### Signal wires on met1

Bar = 20 µm.
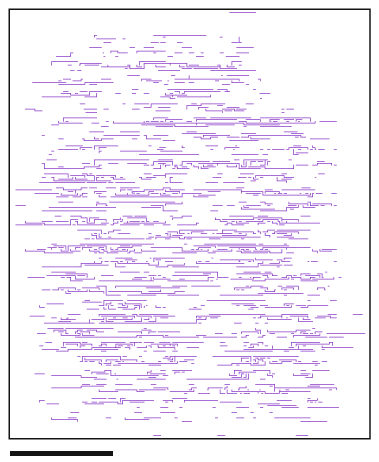
### The metal 2 layer

Bar = 20 µm. Cells faint in the background.
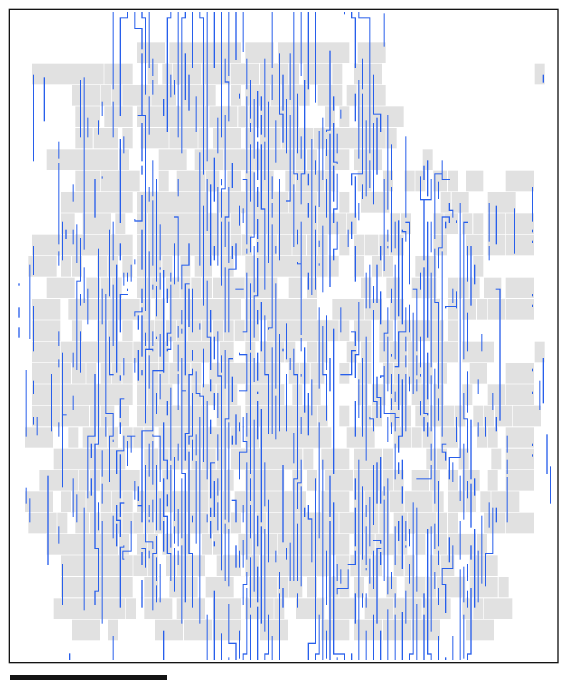
### The metal 3 layer

Bar = 20 µm. Cells faint in the background.
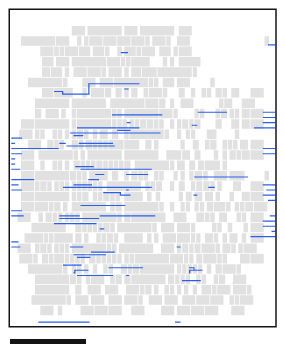
**src/rtl/alu_seq_pkg.sv**
```systemverilog
// Shared types and constants for the ALU sequencer and its opcode decoder.
package alu_seq_pkg;

  typedef enum logic [2:0] {
    ST_IDLE,
    ST_CB_FETCH,
    ST_OPERAND,
    ST_EXECUTE,
    ST_STORE
  } state_t;

  // Bit positions inside the ALU function-control word
  localparam logic [2:0] FC_MAIN  = 3'd0;
  localparam logic [2:0] FC_INC   = 3'd1;
  localparam logic [2:0] FC_DEC   = 3'd2;
  localparam logic [2:0] FC_LOGIC = 3'd3;
  localparam logic [2:0] FC_NOZ   = 3'd4;
  localparam logic [2:0] FC_MISC  = 3'd5;

  // Register field encodings that are not register-file entries
  localparam logic [2:0] REG_HL_IND = 3'd6;
  localparam logic [2:0] REG_A      = 3'd7;

  localparam logic [7:0] OP_CB_PREFIX = 8'hCB;

  // ALU register select values
  localparam logic [1:0] ALU_SEL_NONE = 2'b00;
  localparam logic [1:0] ALU_SEL_A    = 2'b01;

  typedef enum logic [2:0] {
    CLS_NONE,
    CLS_MAIN,
    CLS_INCDEC,
    CLS_LOGIC,
    CLS_MISC,
    CLS_PREFIX,
    CLS_CB
  } op_class_t;

  typedef enum logic [1:0] {
    DEST_NONE,
    DEST_A,
    DEST_REG,
    DEST_MEM
  } dest_t;

endpackage

```
**src/rtl/alu_seq_decode.sv**
```systemverilog
// Combinational opcode classifier: first byte or CB second byte in,
// class / function control / operand source / destination out.
module alu_seq_decode
  import alu_seq_pkg::*;
(
  input  logic [7:0] i_Byte,
  input  logic       i_Is_Cb,
  output op_class_t  o_Class,
  output logic [5:0] o_Function_Control,
  output logic [2:0] o_Source,
  output dest_t      o_Dest,
  output logic       o_Need_Operand,
  output logic       o_Operand_Kind
);

  // Classify the byte and derive everything the sequencer needs from it
  always_comb begin
    o_Class            = CLS_NONE;
    o_Function_Control = '0;
    o_Source           = i_Byte[2:0];
    o_Dest             = DEST_NONE;
    o_Need_Operand     = 1'b0;
    o_Operand_Kind     = 1'b0;
    if (i_Is_Cb) begin
      o_Class                      = CLS_CB;
      o_Function_Control[FC_LOGIC] = 1'b1;
      o_Need_Operand               = (o_Source == REG_HL_IND);
      o_Operand_Kind               = o_Need_Operand;
      // BIT tests only flags; everything else writes its operand back
      if (i_Byte[7:6] == 2'b01)          o_Dest = DEST_NONE;
      else if (o_Source == REG_HL_IND)   o_Dest = DEST_MEM;
      else if (o_Source == REG_A)        o_Dest = DEST_A;
      else                               o_Dest = DEST_REG;
    end else if (i_Byte == OP_CB_PREFIX) begin
      o_Class = CLS_PREFIX;
    end else if (i_Byte[7:6] == 2'b10) begin
      o_Class                     = CLS_MAIN;
      o_Function_Control[FC_MAIN] = 1'b1;
      o_Need_Operand              = (o_Source == REG_HL_IND);
      o_Operand_Kind              = o_Need_Operand;
      o_Dest                      = (i_Byte[5:3] == 3'b111) ? DEST_NONE : DEST_A;
    end else if (i_Byte[7:6] == 2'b11 && i_Byte[2:0] == 3'b110) begin
      o_Class                     = CLS_MAIN;
      o_Function_Control[FC_MAIN] = 1'b1;
      o_Need_Operand              = 1'b1;
      o_Dest                      = (i_Byte[5:3] == 3'b111) ? DEST_NONE : DEST_A;
    end else if (i_Byte[7:6] == 2'b00 && i_Byte[2:1] == 2'b10) begin
      o_Class                     = CLS_INCDEC;
      o_Source                    = i_Byte[5:3];
      o_Function_Control[FC_INC]  = 1'b1;
      o_Function_Control[FC_DEC]  = i_Byte[0];
      o_Need_Operand              = (o_Source == REG_HL_IND);
      o_Operand_Kind              = o_Need_Operand;
      if (o_Source == REG_HL_IND)  o_Dest = DEST_MEM;
      else if (o_Source == REG_A)  o_Dest = DEST_A;
      else                         o_Dest = DEST_REG;
    end else if (i_Byte[7:5] == 3'b000 && i_Byte[2:0] == 3'b111) begin
      o_Class                      = CLS_LOGIC;
      o_Function_Control[FC_LOGIC] = 1'b1;
      o_Function_Control[FC_NOZ]   = 1'b1;
      o_Source                     = REG_A;
      o_Dest                       = DEST_A;
    end else if (i_Byte[7:5] == 3'b001 && i_Byte[2:0] == 3'b111) begin
      o_Class                     = CLS_MISC;
      o_Function_Control[FC_MISC] = 1'b1;
      o_Source                    = REG_A;
      o_Dest                      = DEST_A;
    end
  end

endmodule

```
**src/rtl/alu_sequencer.sv**
```systemverilog
// Multi-cycle controller that gathers operands, strobes the ALU for one
// enabled cycle and writes the result to A, the register file or memory.
module alu_sequencer
  import alu_seq_pkg::*;
(
  input  logic       i_Clk,
  input  logic       i_Reset,
  input  logic       i_Opcode_Valid,
  output logic       o_Opcode_Ready,
  input  logic [7:0] i_Opcode,
  output logic       o_Operand_Req,
  output logic       o_Operand_Kind,
  input  logic       i_Operand_Valid,
  input  logic [7:0] i_Operand,
  output logic       o_Store_Valid,
  input  logic       i_Store_Ready,
  output logic [7:0] o_Store_Data,
  output logic [2:0] o_Reg_Select,
  input  logic [7:0] i_Reg_Data,
  output logic       o_Reg_Write,
  output logic       o_ALU_Enable,
  output logic [1:0] o_ALU_Read,
  output logic [1:0] o_ALU_Write,
  output logic [7:0] o_ALU_Opcode,
  output logic [7:0] o_ALU_Parameter,
  output logic [5:0] o_ALU_Function_Control,
  output logic       o_ALU_Save_Flags,
  input  logic [7:0] i_ALU_Reg_Data,
  input  logic [7:0] i_ALU_Result,
  output logic       o_Busy,
  output logic       o_Unsupported
);

  state_t     r_State;
  state_t     w_Next;
  logic [7:0] r_Opcode;
  logic [7:0] r_Cb_Byte;
  logic [7:0] r_Operand;
  logic [7:0] r_Result;
  logic       r_Is_Cb;
  logic       r_Unsupported;

  logic [7:0] w_Dec_Byte;
  logic       w_Dec_Cb;
  op_class_t  w_Class;
  logic [5:0] w_Fc;
  logic [2:0] w_Src;
  dest_t      w_Dest;
  logic       w_Need;
  logic       w_Kind;

  // Decoder input: live opcode in IDLE, live CB byte while fetching it,
  // otherwise the latched byte that actually drives the ALU
  always_comb begin
    w_Dec_Byte = r_Is_Cb ? r_Cb_Byte : r_Opcode;
    w_Dec_Cb   = r_Is_Cb;
    if (r_State == ST_IDLE) begin
      w_Dec_Byte = i_Opcode;
      w_Dec_Cb   = 1'b0;
    end else if (r_State == ST_CB_FETCH) begin
      w_Dec_Byte = i_Operand;
      w_Dec_Cb   = 1'b1;
    end
  end

  alu_seq_decode u_decode (
    .i_Byte             (w_Dec_Byte),
    .i_Is_Cb            (w_Dec_Cb),
    .o_Class            (w_Class),
    .o_Function_Control (w_Fc),
    .o_Source           (w_Src),
    .o_Dest             (w_Dest),
    .o_Need_Operand     (w_Need),
    .o_Operand_Kind     (w_Kind)
  );

  // State register
  always_ff @(posedge i_Clk or posedge i_Reset) begin
    if (i_Reset) r_State <= ST_IDLE;
    else         r_State <= w_Next;
  end

  // Opcode, operand and result latches plus the unsupported pulse
  always_ff @(posedge i_Clk or posedge i_Reset) begin
    if (i_Reset) begin
      r_Opcode      <= '0;
      r_Cb_Byte     <= '0;
      r_Operand     <= '0;
      r_Result      <= '0;
      r_Is_Cb       <= 1'b0;
      r_Unsupported <= 1'b0;
    end else begin
      r_Unsupported <= 1'b0;
      case (r_State)
        ST_IDLE: if (i_Opcode_Valid) begin
          r_Opcode      <= i_Opcode;
          r_Is_Cb       <= (w_Class == CLS_PREFIX);
          r_Unsupported <= (w_Class == CLS_NONE);
        end
        ST_CB_FETCH: if (i_Operand_Valid) r_Cb_Byte <= i_Operand;
        ST_OPERAND:  if (i_Operand_Valid) r_Operand <= i_Operand;
        ST_EXECUTE:  if (w_Dest == DEST_MEM) r_Result <= i_ALU_Result;
        default: ;
      endcase
    end
  end

  // Next-state and strobe generation
  always_comb begin
    w_Next                 = r_State;
    o_Operand_Req          = 1'b0;
    o_Operand_Kind         = 1'b0;
    o_Store_Valid          = 1'b0;
    o_Reg_Select           = '0;
    o_Reg_Write            = 1'b0;
    o_ALU_Enable           = 1'b0;
    o_ALU_Read             = ALU_SEL_NONE;
    o_ALU_Write            = ALU_SEL_NONE;
    o_ALU_Opcode           = '0;
    o_ALU_Parameter        = '0;
    o_ALU_Function_Control = '0;
    o_ALU_Save_Flags       = 1'b0;
    case (r_State)
      ST_IDLE: if (i_Opcode_Valid) begin
        if (w_Class == CLS_NONE)        w_Next = ST_IDLE;
        else if (w_Class == CLS_PREFIX) w_Next = ST_CB_FETCH;
        else if (w_Need)                w_Next = ST_OPERAND;
        else                            w_Next = ST_EXECUTE;
      end
      ST_CB_FETCH: begin
        o_Operand_Req = 1'b1;
        if (i_Operand_Valid) w_Next = w_Need ? ST_OPERAND : ST_EXECUTE;
      end
      ST_OPERAND: begin
        o_Operand_Req  = 1'b1;
        o_Operand_Kind = w_Kind;
        if (i_Operand_Valid) w_Next = ST_EXECUTE;
      end
      ST_EXECUTE: begin
        o_ALU_Enable           = 1'b1;
        o_ALU_Read             = ALU_SEL_A;
        o_ALU_Save_Flags       = 1'b1;
        o_ALU_Opcode           = w_Dec_Byte;
        o_ALU_Function_Control = w_Fc;
        o_Reg_Select           = w_Src;
        if (w_Src == REG_A)           o_ALU_Parameter = i_ALU_Reg_Data;
        else if (w_Src == REG_HL_IND) o_ALU_Parameter = r_Operand;
        else                          o_ALU_Parameter = i_Reg_Data;
        w_Next = ST_IDLE;
        case (w_Dest)
          DEST_A:   o_ALU_Write = ALU_SEL_A;
          DEST_REG: o_Reg_Write = 1'b1;
          DEST_MEM: w_Next      = ST_STORE;
          default: ;
        endcase
      end
      ST_STORE: begin
        o_Store_Valid = 1'b1;
        if (i_Store_Ready) w_Next = ST_IDLE;
      end
      default: w_Next = ST_IDLE;
    endcase
  end

  assign o_Opcode_Ready = (r_State == ST_IDLE);
  assign o_Busy         = (r_State != ST_IDLE);
  assign o_Store_Data   = r_Result;
  assign o_Unsupported  = r_Unsupported;

endmodule
```
**config.mk**
```make
export PLATFORM = sky130hd
export DESIGN_NAME = alu_sequencer
export DESIGN_NICKNAME = d
export VERILOG_FILES = /design/src/rtl/alu_seq_pkg.sv /design/src/rtl/alu_seq_decode.sv /design/src/rtl/alu_sequencer.sv
export SDC_FILE = /design/constraint.sdc
export NUM_CORES = 1
export LEC_CHECK = 0
export ABC_AREA = 1
export CAP_MARGIN = 40
export CORE_ASPECT_RATIO = 1.2
export CORE_MARGIN = 1.5
export CORE_UTILIZATION = 51
export CTS_BUF_LIST = sky130_fd_sc_hd__clkbuf_4 sky130_fd_sc_hd__clkbuf_8
export DETAILED_ROUTE_END_ITERATION = 6
export PLACE_DENSITY = 0.95
export SLEW_MARGIN = 20
export SYNTH_ARGS = -nofsm -noshare
export SYNTH_HDL_FRONTEND = slang
export SYNTH_HIERARCHICAL = 1
export SYNTH_SLANG_ARGS = --single-unit
```
**constraint.sdc**
```tcl
create_clock -name i_Clk -period 6 [get_ports i_Clk]
set_clock_uncertainty 0.1 [all_clocks]
set_input_delay 0.6 -clock i_Clk [delete_from_list [all_inputs] [get_ports i_Clk]]
set_output_delay 0.6 -clock i_Clk [all_outputs]
set_load 0.01 [all_outputs]
```
==> flow_summary.ini <==
; generated from flow reports
[sta]
finalHoldViolations = 0
setup_viol_count_final = 0

[critical_path]
critical_r2r_capture = o_Store_Data[1]$_DFFE_PP0N_
worstPathArrival_ps = 3850
critical_path.slowest_cell = sky130_fd_sc_hd__clkdlybuf4s50_1
crit_path_max_incr_delay_ps = 530
criticalPathCategory = flip-flop to output port
worst_reg2reg_path_length_in_cells = 16
ordered_list_of_cells_on_the_worst_path = inv_2, nand3_2, inv_2, nand2_1, nand3_1, nand2_1, inv_1, inv_1, nor2_2, nand2_2, inv_2, nand2_2, inv_2, nand2_1, nand2_1, nand2_1, nor2_2, nand2_1, nand3_1, nand2_1, inv_1, clkdlybuf4s50_1

[floorplanning]
die-area_um2 = 5770
tapCellCount = 60
floorplanUtilization = 0.538
site_rows = 28

[flow_run]
tool_warnings = 26

[min_path]
hp-start = o_Store_Data[0]$_DFFE_PP0N_
min_path_cells = 2
whs_endpoint = o_Store_Data[0]$_DFFE_PP0N_

[finish]
area.combinational_um2 = 1340
finish.utilization = 0.720
final-clk-cell-share = 0.0279
stdcell_count = 556
antenna_cells = 0
drive_above_1_share = 0.117
layout.buffer.nonclock.area_share = 0.245

[synthesis]
postSynthSeqShare = 0.341
synth.comb.largest_family = simple AND/OR/NAND/NOR gates
flip_flops_with_a_built_in_enable = 0
yosys-mux-area-fraction = 0
synth_area_leader_cell = sky130_fd_sc_hd__dfrtp_1
post_synthesis_simple_gate_area_fraction = 0.399

[clocking]
cts_buffers = 5
clock_latency_ps = 290
post-cts-setup-buffer-count = 0
cts_root_buffer = sky130_fd_sc_hd__clkbuf_8

[power]
share_clk_of_total_power = 0.094
power_leakage_nw = 1.89
power.internal_w = 0.000974
p_comb_frac = 0.687
sequential_share_of_power = 0.219
power.total_w = 0.00201
power_per_cell_area_nw_per_um2 = 553

[placement]
placedInstanceArea_um2 = 3530

[run_status]
run_status = finished, final reports clean

[global_routing]
grt_pass1_wl_um = 11800
grt_start_max_net_pins = 38
global_route.peak_usage_layer = met2
global_route.usage.total = 0.246

[drt]
detail_route.vias_per_cell = 5.11
Back to the opening pictures, 'Signal wires on met1':
- share of all routed wire: 39%
- wire length on this layer: 2840 µm
- nets with wire on the layer: 496
- main direction: horizontal
via count: 2843
met1 capacity usage during global routing: 0.290
routed wire length: 7210 µm

Back to the opening pictures, 'The metal 2 layer':
- main direction: vertical
- nets with wire on the layer: 435
met2 Use GR: 0.448

Back to the opening pictures, 'The metal 3 layer':
- wire length on this layer: 414 µm
- nets with wire on the layer: 62
- longest straight run: 23.5 µm
- main direction: horizontal
fraction of met3 tracks used by global routing: 0.0352

